===== config.mk =====
export PLATFORM = sky130hd
export DESIGN_NAME = vdp_cpu_io_bridge
export DESIGN_NICKNAME = d
export VERILOG_FILES = /design/src/rtl/vdp_cpu_io_bridge.sv
export SDC_FILE = /design/constraint.sdc
export NUM_CORES = 1
export LEC_CHECK = 0
export ABC_AREA = 1
export CAP_MARGIN = 20
export CORE_MARGIN = 2
export CORE_UTILIZATION = 45
export CTS_CLUSTER_DIAMETER = 120
export CTS_CLUSTER_SIZE = 20
export DETAILED_ROUTE_END_ITERATION = 10
export GPL_ROUTABILITY_DRIVEN = 0
export PLACE_DENSITY_LB_ADDON = 0.3
export SLEW_MARGIN = 20
export SYNTH_ARGS = -nofsm -noshare
export SYNTH_HDL_FRONTEND = slang
export SYNTH_SLANG_ARGS = --single-unit

===== constraint.sdc =====
create_clock -name clk_w -period 3.8 [get_ports clk_w]
set_input_delay 0.76 -clock clk_w [delete_from_list [all_inputs] [get_ports clk_w]]
set_output_delay 0.76 -clock clk_w [all_outputs]
set_load 0.01 [all_outputs]

===== src/rtl/vdp_cpu_io_bridge.sv =====
// ---------------------------------------------------------------------------
// vdp_cpu_io_bridge
//    Z80 I/O-port front end for the VDP core. Decodes a parametrised port
//    window, synchronises and deglitches the bus strobes, buffers CPU writes
//    in a small FIFO and runs a REQ/ACK handshake into the VDP. Read data
//    coming back from the VDP is held in a register that drives the CPU bus.
//
// Ports
//    clk_w, reset_n_w        clock, asynchronous active-low reset
//    io_addr, iorq_n,        raw Z80 address and strobes
//    rd_n, wr_n
//    cd_in / cd_out / cd_oe  CPU data bus in, read data out, drive enable
//    cs_n                    combinational window hit (active low)
//    vdp_req/wrt/adr/dbo     request to the VDP (level, held until ack)
//    vdp_dbi, vdp_ack        VDP read data and one-cycle acknowledge
//    fifo_level              number of queued writes
//    overflow, timeout       sticky error flags
// ---------------------------------------------------------------------------
module vdp_cpu_io_bridge #(
   parameter logic [7:0] BASE_ADDR   = 8'h98,
   parameter int         PORT_BITS   = 2,
   parameter int         FILTER_LEN  = 3,
   parameter int         FIFO_DEPTH  = 4,
   parameter int         ACK_TIMEOUT = 255,
   localparam int        LVL_W       = $clog2(FIFO_DEPTH) + 1
) (
   input  logic                 clk_w,
   input  logic                 reset_n_w,
   input  logic [7:0]           io_addr,
   input  logic                 iorq_n,
   input  logic                 rd_n,
   input  logic                 wr_n,
   input  logic [7:0]           cd_in,
   output logic [7:0]           cd_out,
   output logic                 cd_oe,
   output logic                 cs_n,
   output logic                 vdp_req,
   output logic                 vdp_wrt,
   output logic [PORT_BITS-1:0] vdp_adr,
   output logic [7:0]           vdp_dbo,
   input  logic [7:0]           vdp_dbi,
   input  logic                 vdp_ack,
   output logic [LVL_W-1:0]     fifo_level,
   output logic                 overflow,
   output logic                 timeout
);

   localparam int AW = $clog2(FIFO_DEPTH);
   localparam int TW = $clog2(ACK_TIMEOUT + 1);
   localparam int EW = PORT_BITS + 8;
   localparam logic [TW-1:0]    TMO_LAST = TW'(ACK_TIMEOUT - 1);
   localparam logic [LVL_W-1:0] LVL_FULL = LVL_W'(FIFO_DEPTH);

   typedef enum logic [2:0] {
      ST_IDLE,
      ST_WR_REQ,
      ST_RD_DRAIN,
      ST_RD_REQ,
      ST_RD_HOLD
   } state_t;

   // ---------------- combinational decode on the raw pins -----------------
   logic hit;
   assign hit   = (io_addr[7:PORT_BITS] == BASE_ADDR[7:PORT_BITS]) & ~iorq_n;
   assign cs_n  = ~hit;
   assign cd_oe = hit & ~rd_n;

   // ---------------- two-flop synchroniser + aligned addr/data ------------
   // Strobe vector order: [0]=iorq_n, [1]=rd_n, [2]=wr_n.
   logic [2:0] sync1_q, sync2_q;
   logic [7:0] addr1_q, addr2_q, data1_q, data2_q;

   always_ff @(posedge clk_w or negedge reset_n_w) begin
      if (!reset_n_w) begin
         sync1_q <= 3'b111;
         sync2_q <= 3'b111;
         addr1_q <= 8'h00;
         addr2_q <= 8'h00;
         data1_q <= 8'h00;
         data2_q <= 8'h00;
      end else begin
         sync1_q <= {wr_n, rd_n, iorq_n};
         sync2_q <= sync1_q;
         addr1_q <= io_addr;
         addr2_q <= addr1_q;
         data1_q <= cd_in;
         data2_q <= data1_q;
      end
   end

   // ---------------- sample filters ---------------------------------------
   // A filtered strobe only changes after FILTER_LEN consecutive synchronised
   // samples disagree with it. filt_d is the value it takes at the next edge,
   // so edge detection (filt_q vs filt_d) adds no extra cycle of latency.
   logic [2:0] filt_q, filt_d;

   for (genvar gi = 0; gi < 3; gi++) begin : g_filter
      logic [2:0] cnt_q, cnt_d;
      logic       lvl_q, lvl_d;

      always_comb begin
         cnt_d = 3'd0;
         lvl_d = lvl_q;
         if (sync2_q[gi] != lvl_q) begin
            if (cnt_q == 3'(FILTER_LEN - 1)) begin
               lvl_d = sync2_q[gi];
            end else begin
               cnt_d = cnt_q + 3'd1;
            end
         end
      end

      always_ff @(posedge clk_w or negedge reset_n_w) begin
         if (!reset_n_w) begin
            cnt_q <= 3'd0;
            lvl_q <= 1'b1;
         end else begin
            cnt_q <= cnt_d;
            lvl_q <= lvl_d;
         end
      end

      assign filt_q[gi] = lvl_q;
      assign filt_d[gi] = lvl_d;
   end

   // IORQ counts as active on the cycle its filtered level falls, so a
   // WR/RD strobe that falls together with IORQ still decodes.
   logic                 fhit, wr_fall, rd_fall;
   logic [PORT_BITS-1:0] port_now;
   assign fhit     = (addr2_q[7:PORT_BITS] == BASE_ADDR[7:PORT_BITS]) &
                     ~(filt_q[0] & filt_d[0]);
   assign wr_fall  = filt_q[2] & ~filt_d[2] & fhit;
   assign rd_fall  = filt_q[1] & ~filt_d[1] & fhit;
   assign port_now = addr2_q[PORT_BITS-1:0];

   // ---------------- write FIFO -------------------------------------------
   logic [EW-1:0]    fifo_mem [FIFO_DEPTH];
   logic [AW-1:0]    wr_ptr_q, wr_ptr_d, rd_ptr_q, rd_ptr_d;
   logic [LVL_W-1:0] level_q, level_d;
   logic             full, empty, pop, push_ok;
   logic [EW-1:0]    head;

   assign full    = (level_q == LVL_FULL);
   assign empty   = (level_q == '0);
   // A pop in the same cycle frees the slot, so a push into a full FIFO is
   // still accepted then.
   assign push_ok = wr_fall & (~full | pop);
   assign head    = fifo_mem[rd_ptr_q];

   always_ff @(posedge clk_w) begin
      if (push_ok) begin
         fifo_mem[wr_ptr_q] <= {port_now, data2_q};
      end
   end

   always_comb begin
      wr_ptr_d = push_ok ? wr_ptr_q + AW'(1) : wr_ptr_q;
      rd_ptr_d = pop     ? rd_ptr_q + AW'(1) : rd_ptr_q;
      level_d  = level_q;
      if (push_ok && !pop) begin
         level_d = level_q + LVL_W'(1);
      end else if (!push_ok && pop) begin
         level_d = level_q - LVL_W'(1);
      end
   end

   // ---------------- request FSM ------------------------------------------
   state_t               state_q, state_d;
   logic                 rd_pend_q, rd_pend_d, rd_pend_clr;
   logic [PORT_BITS-1:0] rd_port_q, rd_port_d;
   logic [7:0]           rd_data_q, rd_data_d;
   logic [TW-1:0]        tmo_cnt_q, tmo_cnt_d;
   logic                 gap_q, gap_d;
   logic                 overflow_q, overflow_d, timeout_q, timeout_d;
   logic                 tmo_hit, tmo_set;

   assign tmo_hit = (tmo_cnt_q == TMO_LAST);

   always_comb begin
      state_d     = state_q;
      vdp_req     = 1'b0;
      vdp_wrt     = 1'b0;
      vdp_adr     = '0;
      vdp_dbo     = 8'h00;
      pop         = 1'b0;
      rd_pend_clr = 1'b0;
      rd_data_d   = rd_data_q;
      tmo_set     = 1'b0;
      gap_d       = 1'b0;
      case (state_q)
         ST_IDLE: begin
            // A pending read wins, but drains queued writes first.
            if (rd_pend_q) begin
               state_d     = ST_RD_DRAIN;
               rd_pend_clr = 1'b1;
            end else if (!empty) begin
               state_d = ST_WR_REQ;
            end
         end
         ST_WR_REQ: begin
            vdp_req = 1'b1;
            vdp_wrt = 1'b1;
            vdp_adr = head[EW-1:8];
            vdp_dbo = head[7:0];
            if (vdp_ack || tmo_hit) begin
               pop     = 1'b1;
               tmo_set = ~vdp_ack;
               state_d = ST_IDLE;
            end
         end
         ST_RD_DRAIN: begin
            if (empty) begin
               state_d = ST_RD_REQ;
            end else if (!gap_q) begin
               // gap_q forces one idle cycle between back-to-back writes.
               vdp_req = 1'b1;
               vdp_wrt = 1'b1;
               vdp_adr = head[EW-1:8];
               vdp_dbo = head[7:0];
               if (vdp_ack || tmo_hit) begin
                  pop     = 1'b1;
                  tmo_set = ~vdp_ack;
                  gap_d   = 1'b1;
               end
            end
         end
         ST_RD_REQ: begin
            vdp_req = 1'b1;
            vdp_adr = rd_port_q;
            if (vdp_ack) begin
               rd_data_d = vdp_dbi;
               state_d   = ST_RD_HOLD;
            end else if (tmo_hit) begin
               rd_data_d = 8'hFF;
               tmo_set   = 1'b1;
               state_d   = ST_RD_HOLD;
            end
         end
         ST_RD_HOLD: begin
            // One CPU read strobe maps to exactly one VDP read.
            if (filt_q[1]) begin
               state_d = ST_IDLE;
            end
         end
         default: state_d = ST_IDLE;
      endcase
   end

   always_comb begin
      rd_pend_d  = rd_fall | (rd_pend_q & ~rd_pend_clr);
      rd_port_d  = rd_fall ? port_now : rd_port_q;
      tmo_cnt_d  = (vdp_req && !vdp_ack && !tmo_hit) ? tmo_cnt_q + TW'(1) : '0;
      overflow_d = overflow_q | (wr_fall & full & ~pop);
      timeout_d  = timeout_q | tmo_set;
   end

   always_ff @(posedge clk_w or negedge reset_n_w) begin
      if (!reset_n_w) begin
         state_q    <= ST_IDLE;
         wr_ptr_q   <= '0;
         rd_ptr_q   <= '0;
         level_q    <= '0;
         rd_pend_q  <= 1'b0;
         rd_port_q  <= '0;
         rd_data_q  <= 8'hFF;
         tmo_cnt_q  <= '0;
         gap_q      <= 1'b0;
         overflow_q <= 1'b0;
         timeout_q  <= 1'b0;
      end else begin
         state_q    <= state_d;
         wr_ptr_q   <= wr_ptr_d;
         rd_ptr_q   <= rd_ptr_d;
         level_q    <= level_d;
         rd_pend_q  <= rd_pend_d;
         rd_port_q  <= rd_port_d;
         rd_data_q  <= rd_data_d;
         tmo_cnt_q  <= tmo_cnt_d;
         gap_q      <= gap_d;
         overflow_q <= overflow_d;
         timeout_q  <= timeout_d;
      end
   end

   assign cd_out     = rd_data_q;
   assign fifo_level = level_q;
   assign overflow   = overflow_q;
   assign timeout    = timeout_q;

endmodule

==> images/clock_map.png <==
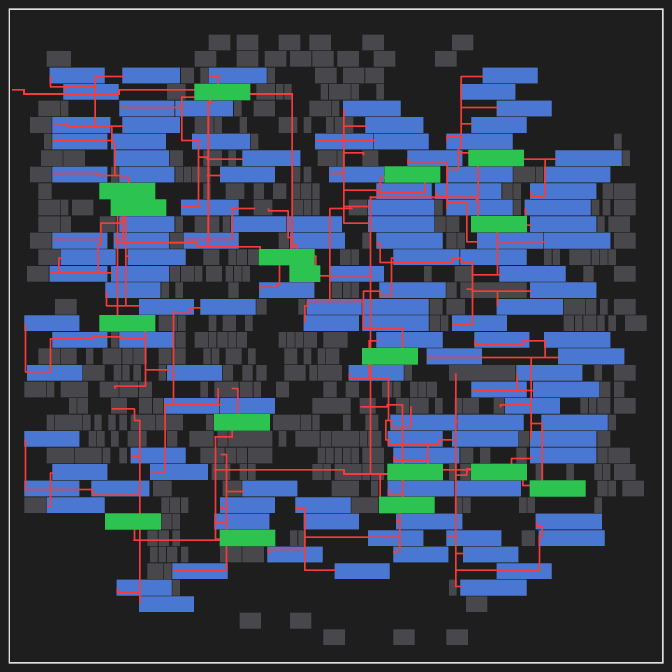
legend:
  red:
    item: clock wires
    length: 1420 um
  green:
    item: cells driving clock nets
    count: 17
  blue:
    item: flip-flops
    count: 122
routed clock nets: 18
flops lie: widely spread
clk latency late pin: 0.51 ns
Clk. pwr: 1.55 mW
Clock power frac: 38.3%
final worst clock skew: 0.00662 ns

==> images/final_clocks.png <==
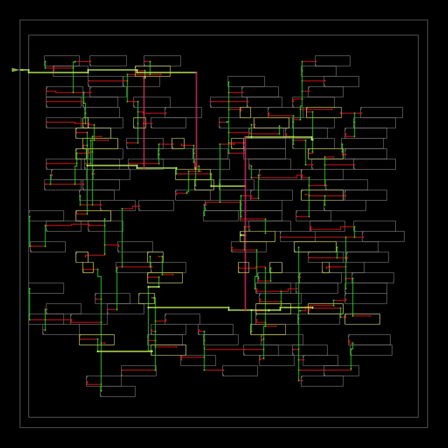
number of clock sinks seen by CTS: 122
number of flip-flops and latches: 122
total clock buffers created by CTS: 17

==> images/cell_classes.png <==
The bar under the picture is 20 um long.
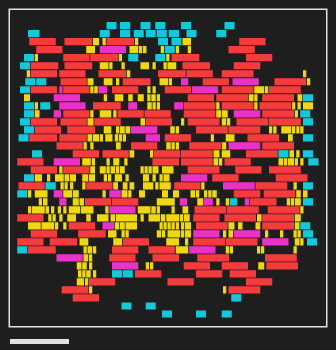
legend:
  yellow:
    class: all other logic
    cells: 276
    share_of_their_area: 25%
  red:
    class: flip-flops
    cells: 122
    share_of_their_area: 55%
  magenta:
    class: clock drivers and dummy loads
    cells: 32
    share_of_their_area: 9.8%
  cyan:
    class: other buffers and delay cells
    cells: 57
    share_of_their_area: 9.6%
sequential cell area share: 53.9%
share of the core filled with cells: 58.9%
summed area of non-filler cells in the final layout: 0.00608 mm2
cell row count: 37

==> reports/results.md <==
| Metric | Value |
|:---|:---|
| Outcome | finished, final reports clean |
| Count of yosys warnings during synthesis | 0 |
| Core box area | 0.0103 mm2 |
| Count of cells resized by post-cts repair | 0 |
| End of the critical path | vdp_dbo[6] |
| Total of fill cells in the finished design | 833 |
| Global routing usage summed across all routing layers | 16.5% |
| Via count of the first global-routing pass | 3130 |
| Clock transition at the registers of the reported paths | 0.06 ns |
| Maximum clock rate | 0.310 GHz |
| Flip-flop cell with the highest count after synthesis | dfrtp_1 |
| Initial antenna violation count | 0 |
| Maximum buffer depth of the clock tree | 2 |
| Dominant combinational cell family by area after synthesis | simple AND/OR/NAND/NOR gates |
| Number of warnings in the stage logs | 30 |
| Initial drt markers | 178 |
| Maximum vdd ir drop | 0.000394 V |
| Antenna Nets Post-Route | 0 |
| Mapped cell area | 0.00480 mm2 |
| Mapped Cells | 405 |
| Final standard cell count with taps included and fillers excluded | 623 |
| Top cells excl fill/tap | dfrtp_1, nand2_1, clkdlybuf4s50_1 |
| Worst setup EP type | output pin |
| Number of diodes added for antenna fixing | 0 |
| Yosys cell count | 405 |
| Share of the final layout cell area in multi-input gates | 21.6% |
| Cell Pwr Density | 664 mW/mm2 |
| Share of layout cells above drive strength 1 | 19.5% |
| Class of the tightest hold or removal check | input port to asynchronous set/reset pin |
| Power after layout | 4.04 mW |
| Routed via count | 3050 |
| Number of non-clock inverters in the layout | 46 |
| Final Max Slew Viols | 0 |
| Area post-placement | 0.00550 mm2 |
| HPWL after DPL | 5.43 mm |
| Most common logic cell in the routed design | dfrtp_1 |
| Arrival time of data at the critical path endpoint | 2.46 ns |
| Routed via count divided by cell count | 4.90 |
| CTS tree | done |
| Average detailed-routed wire length per instance | 13.5 um |
| Synth async-reset ratio | 67.2% |
| Critical Path Fanout Max | 14 |
| Comb gate area | 0.00131 mm2 |
| Reg2reg setup slack | 1.35 ns |
| Data required time at the worst endpoint | 3.04 ns |
| Worst reg2reg path depth | 16 |
| Num tapcells | 136 |
| Xor/xnor share of the synthesized area | 1.46% |
| Actual slew at the worst max-slew pin | 0.713 ns |
| H-Tree Depth | 4 |
| Number of max-capacitance violations reported | 0 |
| Final #Nets | 512 |
| Number of placed instances, taps included | 591 |
| Leakage power figure | 2.53 nW |
| Number of failing setup endpoints in the final timing report | 0 |
| Min Tclk post-route | 3.22 ns |
| Final count of hold timing violations | 0 |
| Starting density of the core | 46.5% |
| Unrepaired setup endpoints after global routing | no |
| Count of hold-fix buffers inserted at cts | 0 |
| CP Launch Point | rd_ptr_q[1] |
==> images/drive_strength.png <==
The bar under the picture is 20 um long.
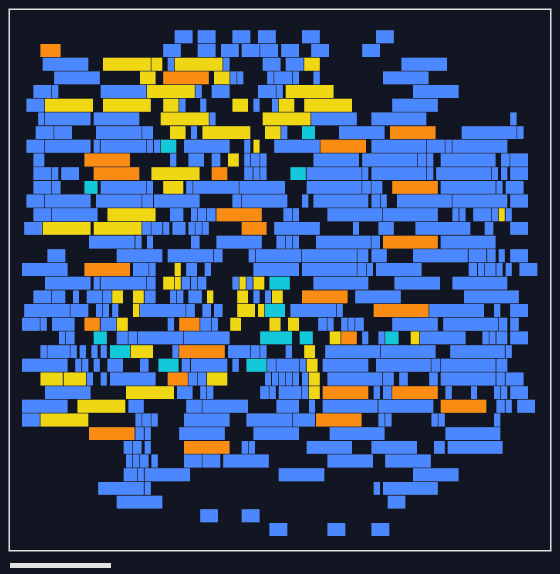
legend:
  orange:
    size: drive 6 and up
    cells: 25
    most_used: clkbuf_16
  cyan:
    size: drive 3 to 4
    cells: 13
    most_used: clkinvlp_4
  yellow:
    size: drive 2
    cells: 57
    most_used: dfstp_2
  blue:
    size: drive 1 or less
    cells: 392
    most_used: dfrtp_1
number of ordinary and repair buffers in the finished layout: 57
Worst Setup Slack, final: 0.579 ns

==> images/pins.png <==
Pins as bars across the die edge, other pins in grey.
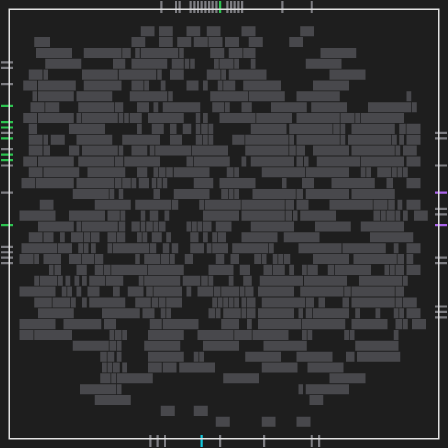
legend:
  purple:
    port: `vdp_adr`
    pins: 2
    direction: output
    edge: right
  green:
    port: `io_addr`
    pins: 8
    direction: input
    edge: 7 left, 1 top
  cyan:
    port: `overflow`
    pins: 1
    direction: output
    edge: bottom
Die Width: 107 um
count of buffers inserted at the top-level ports: 56

==> metal layers <==
metal	global-route usage [%]	share of wire, %	up-vias	wire length (um)
li1	-	-	1480	-
met3	5.21	4.6	12	388
met2	25.9	50	70	4160
met5	0	0	-	0
met1	21.1	44	1488	3720
met4	7.23	1.4	0	120
==> registers in the layout, summed over array words and instances (netlist names) <==
| name | count |
|---|---|
| fifo_mem | 40 |
| g_filter.cnt_q | 9 |
| addr1_q | 8 |
| addr2_q | 8 |
| cd_out | 8 |
| data1_q | 8 |
| data2_q | 8 |
| tmo_cnt_q | 8 |
| fifo_level | 3 |
| g_filter.lvl_q | 3 |
| state_q | 3 |
| sync1_q | 3 |
| sync2_q | 3 |
| rd_port_q | 2 |
| rd_ptr_q | 2 |
| wr_ptr_q | 2 |
| gap_q | 1 |
| overflow | 1 |
| rd_pend_q | 1 |
| timeout | 1 |
==> cells in the mapped netlist (8+ instances only) <==
master,n,area [um2]
dfrtp_1,65,1630
nand2_2,9,56.3
nor2_2,8,50.1
dfstp_2,17,447
o21ai_0,21,105
nand3_1,9,45.0
inv_2,8,30.0
a21oi_1,14,70.1
nor2_1,44,165
inv_1,38,143
o21ai_2,8,70.1
nand2_1,56,210
edfxtp_1,40,1200
==> critical path, stage by stage (launching register included) <==
cell and delay (ns):
dfrtp_1 0.49, inv_1 0.41, o21ai_0 0.20, o22ai_1 0.18, nand2_1 0.08, inv_1 0.06
clkdlybuf4s50_1 0.52
==> report_power, final <==
part,switching [mW],leakage [nW],internal [mW],total (mW)
logic,0.500,0.915,0.400,0.900
registers,0.104,1.34,1.49,1.59
clock network,0.601,0.273,0.944,1.55
total,1.21,2.53,2.83,4.04
Power is estimated from default activity; no workload was simulated.
